### src/rtl/reg_writeback_pkg.sv
// Shared types and defaults for the register-file write-back arbiter.
package reg_writeback_pkg;

  localparam int WB_DATA_WIDTH = 32;
  localparam int WB_REG_NUM    = 32;
  localparam int WB_AW         = $clog2(WB_REG_NUM);
  localparam int WB_FIFO_DEPTH = 4;

  typedef struct packed {
    logic [WB_AW-1:0]         addr;
    logic [WB_DATA_WIDTH-1:0] data;
  } wb_entry_t;

  // Address width for a register count, never below one bit.
  function automatic int addr_width(input int n);
    return (n > 1) ? $clog2(n) : 1;
  endfunction

endpackage

### src/rtl/wb_fifo.sv
// Synchronous FIFO with occupancy output for buffered ALU results.
// REG_WRITEBACK_BYPASS_EN exposes all entries, oldest first, for address lookup.
module wb_fifo
  import reg_writeback_pkg::*;
#(
  parameter int WIDTH = WB_AW + WB_DATA_WIDTH,
  parameter int DEPTH = WB_FIFO_DEPTH,
  localparam int PW = $clog2(DEPTH),
  localparam int LW = $clog2(DEPTH) + 1
) (
  input  logic             clk,
  input  logic             rst,
  input  logic             push_i,
  input  logic [WIDTH-1:0] wdata_i,
  input  logic             pop_i,
  output logic [WIDTH-1:0] head_o,
  output logic             empty_o,
  output logic             full_o,
  output logic [LW-1:0]    level_o
`ifdef REG_WRITEBACK_BYPASS_EN
  ,
  output logic [DEPTH-1:0][WIDTH-1:0] ent_o,
  output logic [DEPTH-1:0]            ent_vld_o
`endif
);

  logic [DEPTH-1:0][WIDTH-1:0] mem_q;
  logic [PW-1:0]               wptr_q, rptr_q;
  logic [LW-1:0]               level_q, level_d;
  logic                        push_ok, pop_ok;

  assign empty_o = (level_q == '0);
  assign full_o  = (level_q == LW'(DEPTH));
  assign level_o = level_q;
  assign head_o  = mem_q[rptr_q];

  assign push_ok = push_i && !full_o;
  assign pop_ok  = pop_i && !empty_o;

  always_comb begin
    level_d = level_q;
    if (push_ok && !pop_ok) level_d = level_q + LW'(1);
    else if (pop_ok && !push_ok) level_d = level_q - LW'(1);
  end

  // Pointers wrap naturally since DEPTH is a power of two.
  always_ff @(posedge clk or negedge rst) begin
    if (!rst) begin
      wptr_q  <= '0;
      rptr_q  <= '0;
      level_q <= '0;
    end else begin
      if (push_ok) wptr_q <= wptr_q + PW'(1);
      if (pop_ok)  rptr_q <= rptr_q + PW'(1);
      level_q <= level_d;
    end
  end

  always_ff @(posedge clk) begin
    if (push_ok) mem_q[wptr_q] <= wdata_i;
  end

`ifdef REG_WRITEBACK_BYPASS_EN
  always_comb begin
    for (int i = 0; i < DEPTH; i++) begin
      ent_o[i]     = mem_q[rptr_q + PW'(i)];
      ent_vld_o[i] = (LW'(i) < level_q);
    end
  end
`endif

endmodule

### src/rtl/reg_writeback.sv
// Write-back arbiter: loads win the register-file port, ALU results queue in wb_fifo.
// REG_WRITEBACK_BYPASS_EN adds a registered forwarding lookup (byp_addr/byp_hit/byp_data).
module reg_writeback
  import reg_writeback_pkg::*;
#(
  parameter int DATA_WIDTH = WB_DATA_WIDTH,
  parameter int REG_NUM    = WB_REG_NUM,
  parameter int FIFO_DEPTH = WB_FIFO_DEPTH,
  localparam int AW = addr_width(REG_NUM),
  localparam int LW = $clog2(FIFO_DEPTH) + 1
) (
  input  logic                  clk,
  input  logic                  rst,
  input  logic                  ld_valid,
  output logic                  ld_ready,
  input  logic [AW-1:0]         ld_addr,
  input  logic [DATA_WIDTH-1:0] ld_data,
  input  logic                  alu_valid,
  output logic                  alu_ready,
  input  logic [AW-1:0]         alu_addr,
  input  logic [DATA_WIDTH-1:0] alu_data,
  output logic [AW-1:0]         rd_addr,
  output logic [DATA_WIDTH-1:0] rd_data,
  output logic                  rd_wren,
  output logic [LW-1:0]         fifo_level
`ifdef REG_WRITEBACK_BYPASS_EN
  ,
  input  logic [AW-1:0]         byp_addr,
  output logic                  byp_hit,
  output logic [DATA_WIDTH-1:0] byp_data
`endif
);

  localparam int EW = AW + DATA_WIDTH;

  logic [EW-1:0]         head;
  logic                  empty, full, push, pop;
  logic [AW-1:0]         head_addr;
  logic [DATA_WIDTH-1:0] head_data;
  logic [AW-1:0]         rd_addr_q;
  logic [DATA_WIDTH-1:0] rd_data_q;
  logic                  rd_wren_q;

`ifdef REG_WRITEBACK_BYPASS_EN
  logic [FIFO_DEPTH-1:0][EW-1:0] ent;
  logic [FIFO_DEPTH-1:0]         ent_vld;
`endif

  assign ld_ready  = 1'b1;
  assign alu_ready = !full;
  assign push      = alu_valid && !full;
  assign pop       = !ld_valid && !empty;

  assign head_addr = head[EW-1 -: AW];
  assign head_data = head[DATA_WIDTH-1:0];

  wb_fifo #(.WIDTH(EW), .DEPTH(FIFO_DEPTH)) u_fifo (
    .clk     (clk),
    .rst     (rst),
    .push_i  (push),
    .wdata_i ({alu_addr, alu_data}),
    .pop_i   (pop),
    .head_o  (head),
    .empty_o (empty),
    .full_o  (full),
    .level_o (fifo_level)
`ifdef REG_WRITEBACK_BYPASS_EN
    ,
    .ent_o     (ent),
    .ent_vld_o (ent_vld)
`endif
  );

  // x0 results still occupy the port for a cycle but never assert the write enable.
  always_ff @(posedge clk or negedge rst) begin
    if (!rst) begin
      rd_addr_q <= '0;
      rd_data_q <= '0;
      rd_wren_q <= 1'b0;
    end else if (ld_valid) begin
      rd_addr_q <= ld_addr;
      rd_data_q <= ld_data;
      rd_wren_q <= (ld_addr != '0);
    end else if (!empty) begin
      rd_addr_q <= head_addr;
      rd_data_q <= head_data;
      rd_wren_q <= (head_addr != '0);
    end else begin
      rd_wren_q <= 1'b0;
    end
  end

  assign rd_addr = rd_addr_q;
  assign rd_data = rd_data_q;
  assign rd_wren = rd_wren_q;

`ifdef REG_WRITEBACK_BYPASS_EN
  logic                  byp_hit_d, byp_hit_q;
  logic [DATA_WIDTH-1:0] byp_data_d, byp_data_q;

  // Scan oldest to newest so later matches override; the rd stage is newest of all.
  always_comb begin
    byp_hit_d  = 1'b0;
    byp_data_d = '0;
    for (int i = 0; i < FIFO_DEPTH; i++) begin
      if (ent_vld[i] && ent[i][EW-1 -: AW] == byp_addr) begin
        byp_hit_d  = 1'b1;
        byp_data_d = ent[i][DATA_WIDTH-1:0];
      end
    end
    if (rd_wren_q && rd_addr_q == byp_addr) begin
      byp_hit_d  = 1'b1;
      byp_data_d = rd_data_q;
    end
    if (byp_addr == '0) begin
      byp_hit_d  = 1'b0;
      byp_data_d = '0;
    end
  end

  always_ff @(posedge clk or negedge rst) begin
    if (!rst) begin
      byp_hit_q  <= 1'b0;
      byp_data_q <= '0;
    end else begin
      byp_hit_q  <= byp_hit_d;
      byp_data_q <= byp_data_d;
    end
  end

  assign byp_hit  = byp_hit_q;
  assign byp_data = byp_data_q;
`endif

endmodule

### config.mk
export PLATFORM = sky130hd
export DESIGN_NAME = reg_writeback
export DESIGN_NICKNAME = d
export VERILOG_FILES = /design/src/rtl/reg_writeback_pkg.sv /design/src/rtl/wb_fifo.sv /design/src/rtl/reg_writeback.sv
export SDC_FILE = /design/constraint.sdc
export NUM_CORES = 1
export LEC_CHECK = 0
export ABC_AREA = 1
export CORE_MARGIN = 2
export CORE_UTILIZATION = 49
export DETAILED_ROUTE_END_ITERATION = 12
export GPL_TIMING_DRIVEN = 0
export PLACE_DENSITY = 0.84
export SYNTH_ARGS = -nofsm -noshare
export SYNTH_HDL_FRONTEND = slang
export SYNTH_SLANG_ARGS = --single-unit
### constraint.sdc
create_clock -name clk -period 2.4 [get_ports clk]
set_clock_uncertainty 0.05 [all_clocks]
set_input_delay 0.36 -clock clk [delete_from_list [all_inputs] [get_ports clk]]
set_output_delay 0.36 -clock clk [all_outputs]
set_load 0.01 [all_outputs]
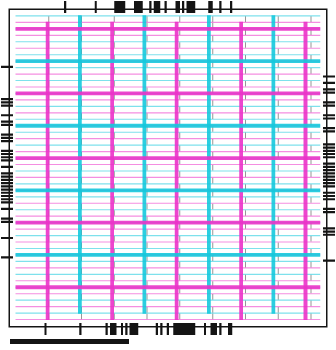
**Above:** power grid.
Bar = 50 um. Pins as bars on the die edge. Tap cells in grey.
| net | colour |
|---|---|
| VDD | cyan |
| VSS | magenta |
rows: 47
signal pins: 121
met4 straps: 9
tap cells: 220

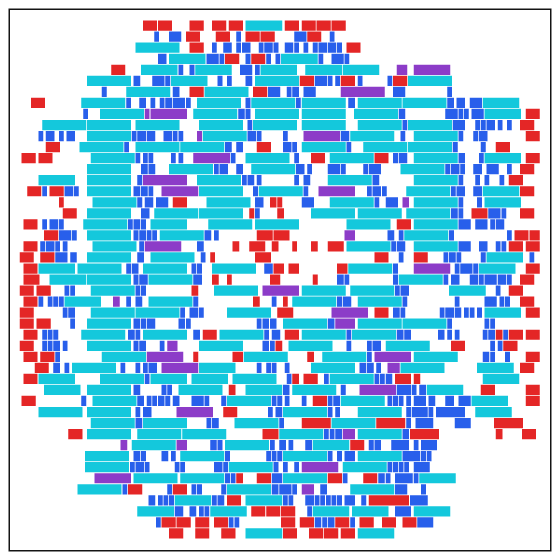
**Above:** placement by cell class.
| class | colour | cells | share of their area |
|---|---|---|---|
| clock drivers and dummy loads | purple | 32 | 5.7% |
| other buffers and delay cells | red | 164 | 15% |
| flops | cyan | 193 | 55% |
| combinational and other logic | blue | 486 | 23% |

-- through the flow --
| step | util (%) | setup slack (ns) | instance area (sq um) |
|---|---|---|---|
| global placement | 58.6 | -1.83 | 9620 |
| floorplan | - | -0.479 | 8160 |
| finish | 63.1 | 0.206 | 10300 |
| global route | 63.1 | 0.0107 | 10300 |
| CTS | 63.0 | 0.140 | 10300 |
| detailed placement | 59.4 | -0.0817 | 9750 |
-- state kept, by name, indices dropped and copies added (netlist names) --
name and cells:
rd_addr 5, rd_data 32, rd_wren 1, u_fifo.level_o 3
u_fifo.mem_q 148, u_fifo.rptr_q 2, u_fifo.wptr_q 2
-- routing by layer --
layer  track usage (%)  wire length [um]  vias to the layer above
li1                  -                 -                     2694
met4              8.36               327                        0
met3              4.75              1330                       26
met5                 0                 0                        -
met1              28.4              7700                     2700
met2              36.3              9250                      233
-- path summary, 6_finish.rpt --
check,startpoint,to,slack [ns],depth (start not counted)
max in group asynchronous,rst,rd_data[18]$_DFFE_PN0P_,1.33,3
min,ld_valid,rd_addr[4]$_DFFE_PN0P_,0.30,3
min in group asynchronous,rst,u_fifo.wptr_q[0]$_DFFE_PN0P_,0.42,2
max,u_fifo.level_o[0]$_DFFE_PN0P_,u_fifo.level_o[2]$_DFFE_PN0P_,0.21,9
min reg2reg,rd_data[8]$_DFFE_PN0P_,rd_data[8]$_DFFE_PN0P_,0.46,2
max reg2reg,u_fifo.level_o[0]$_DFFE_PN0P_,u_fifo.level_o[2]$_DFFE_PN0P_,0.21,9
-- Yosys cell counts, drive strengths merged --
library cell / instances / area [sq um]
conb: 1 / 3.75
inv: 79 / 299
clkbuf: 7 / 26.3
buf: 33 / 240
mux2: 1 / 11.3
o211ai: 3 / 22.5
xor2: 3 / 26.3
edfxtp: 148 / 4440
ha: 5 / 62.6
xnor2: 1 / 8.76
nand3: 10 / 55.1
nor2: 46 / 175
o21ai: 37 / 185
a21oi: 66 / 443
nand2: 199 / 797
dfrtp: 45 / 1130
a31oi: 33 / 206
o221ai: 1 / 8.76
fa: 1 / 20.0
-- cell families (layout without fill, tap and decap cells) --
kind of cell    count (synthesis)  after routing  share of synthesized area [%]
flops                         193            193                           68.3
buf+inv                       119            275                           6.93
fa+ha+maj                       6              6                           1.01
mux                             1              1                          0.138
simple gates                  255            255                           12.6
other cells                     1              1                         0.0459
compound gates                140            140                           10.6
xor+xnor                        4              4                          0.429
-- tightest hold or removal path: stages --
cell	delay [ns]
sky130_fd_sc_hd__buf_6	0.12
sky130_fd_sc_hd__inv_2	0.11
sky130_fd_sc_hd__o221ai_1	0.14
-- area by class of cell --
cell class,count,area (sq um),area share (%)
Clock buffer,19,443,4.28
Timing Repair Buffer,124,1290,12.5
Tap cell,220,275,2.66
Clock inverter,13,135,1.31
Sequential cell,193,5570,53.8
Inverter,79,299,2.89
Multi-Input combinational cell,407,2060,19.9
Buffer,40,267,2.58
-- what timing repair did --
item / CTS / global route
endpoints found under the hold margin: 21 / 0
gates cloned: 0 / 0
endpoints found under the setup margin: 1 / 1
hold buffers: 1 / 0
resized: 1 / 1
==> impl_metrics.xml <==
<?xml version="1.0" encoding="UTF-8"?>
<metrics>
  <group name="final_layout">
    <metric name="layout_top_cells_excl_fill_tap" unit="">sky130_fd_sc_hd__nand2_1, sky130_fd_sc_hd__edfxtp_1, sky130_fd_sc_hd__clkdlybuf4s50_1</metric>
    <metric name="area.growth.synth_to_final" unit="%">26.8</metric>
  </group>
  <group name="placed_design">
    <metric name="buffer_ports.inserted" unit="">118</metric>
    <metric name="place_congestion" unit="">0.761</metric>
    <metric name="detailed_place_hpwl" unit="mm">12.6</metric>
  </group>
  <group name="clocking">
    <metric name="cts_num_sinks" unit="">193</metric>
    <metric name="root_buffer_cell" unit="">sky130_fd_sc_hd__clkbuf_16</metric>
    <metric name="clk_latency" unit="ns">0.43</metric>
  </group>
  <group name="synth">
    <metric name="postSynthAreaPerCell" unit="sq um">11.4</metric>
    <metric name="yosysUniqueCellTypes" unit="">29</metric>
    <metric name="synthesis.yosys.warnings" unit="">0</metric>
    <metric name="ys_area" unit="sq mm">0.00816</metric>
    <metric name="synth_flops" unit="">193</metric>
    <metric name="ys_cells" unit="">719</metric>
  </group>
  <group name="global_route">
    <metric name="global_route.usage.total" unit="%">21.9</metric>
    <metric name="gr-total-overflow" unit="">0</metric>
    <metric name="first_global_vias" unit="">5612</metric>
  </group>
  <group name="final_timing">
    <metric name="setup_viol" unit="">0</metric>
    <metric name="totalNegativeSetupSlack" unit="ns">0</metric>
    <metric name="finalMaxSlewViolations" unit="">0</metric>
    <metric name="max_slew.worst_pin.slew" unit="ns">0.691</metric>
  </group>
  <group name="floorplanning">
    <metric name="floorplanUtilization" unit="%">49.7</metric>
    <metric name="io_pins" unit="">121</metric>
    <metric name="rows" unit="">47</metric>
  </group>
  <group name="routing">
    <metric name="drc_errors" unit="">0</metric>
    <metric name="drt.antenna.violating_nets" unit="">0</metric>
    <metric name="routed_via_density" unit="">5.16</metric>
  </group>
  <group name="power_and_ir_drop">
    <metric name="p_int" unit="uW">7820</metric>
    <metric name="seqPwrFrac" unit="%">40.8</metric>
    <metric name="comb_power_share" unit="%">35.9</metric>
    <metric name="final_total_pwr" unit="uW">11900</metric>
  </group>
  <group name="hold_path">
    <metric name="min_path_type" unit="">input port to flop</metric>
  </group>
  <group name="worst_setup_path">
    <metric name="crit_path_max_incr_delay" unit="ns">0.44</metric>
    <metric name="worstPathMaxFanout" unit="">7</metric>
  </group>
  <group name="status">
    <metric name="run_status" unit="">completed</metric>
  </group>
</metrics>
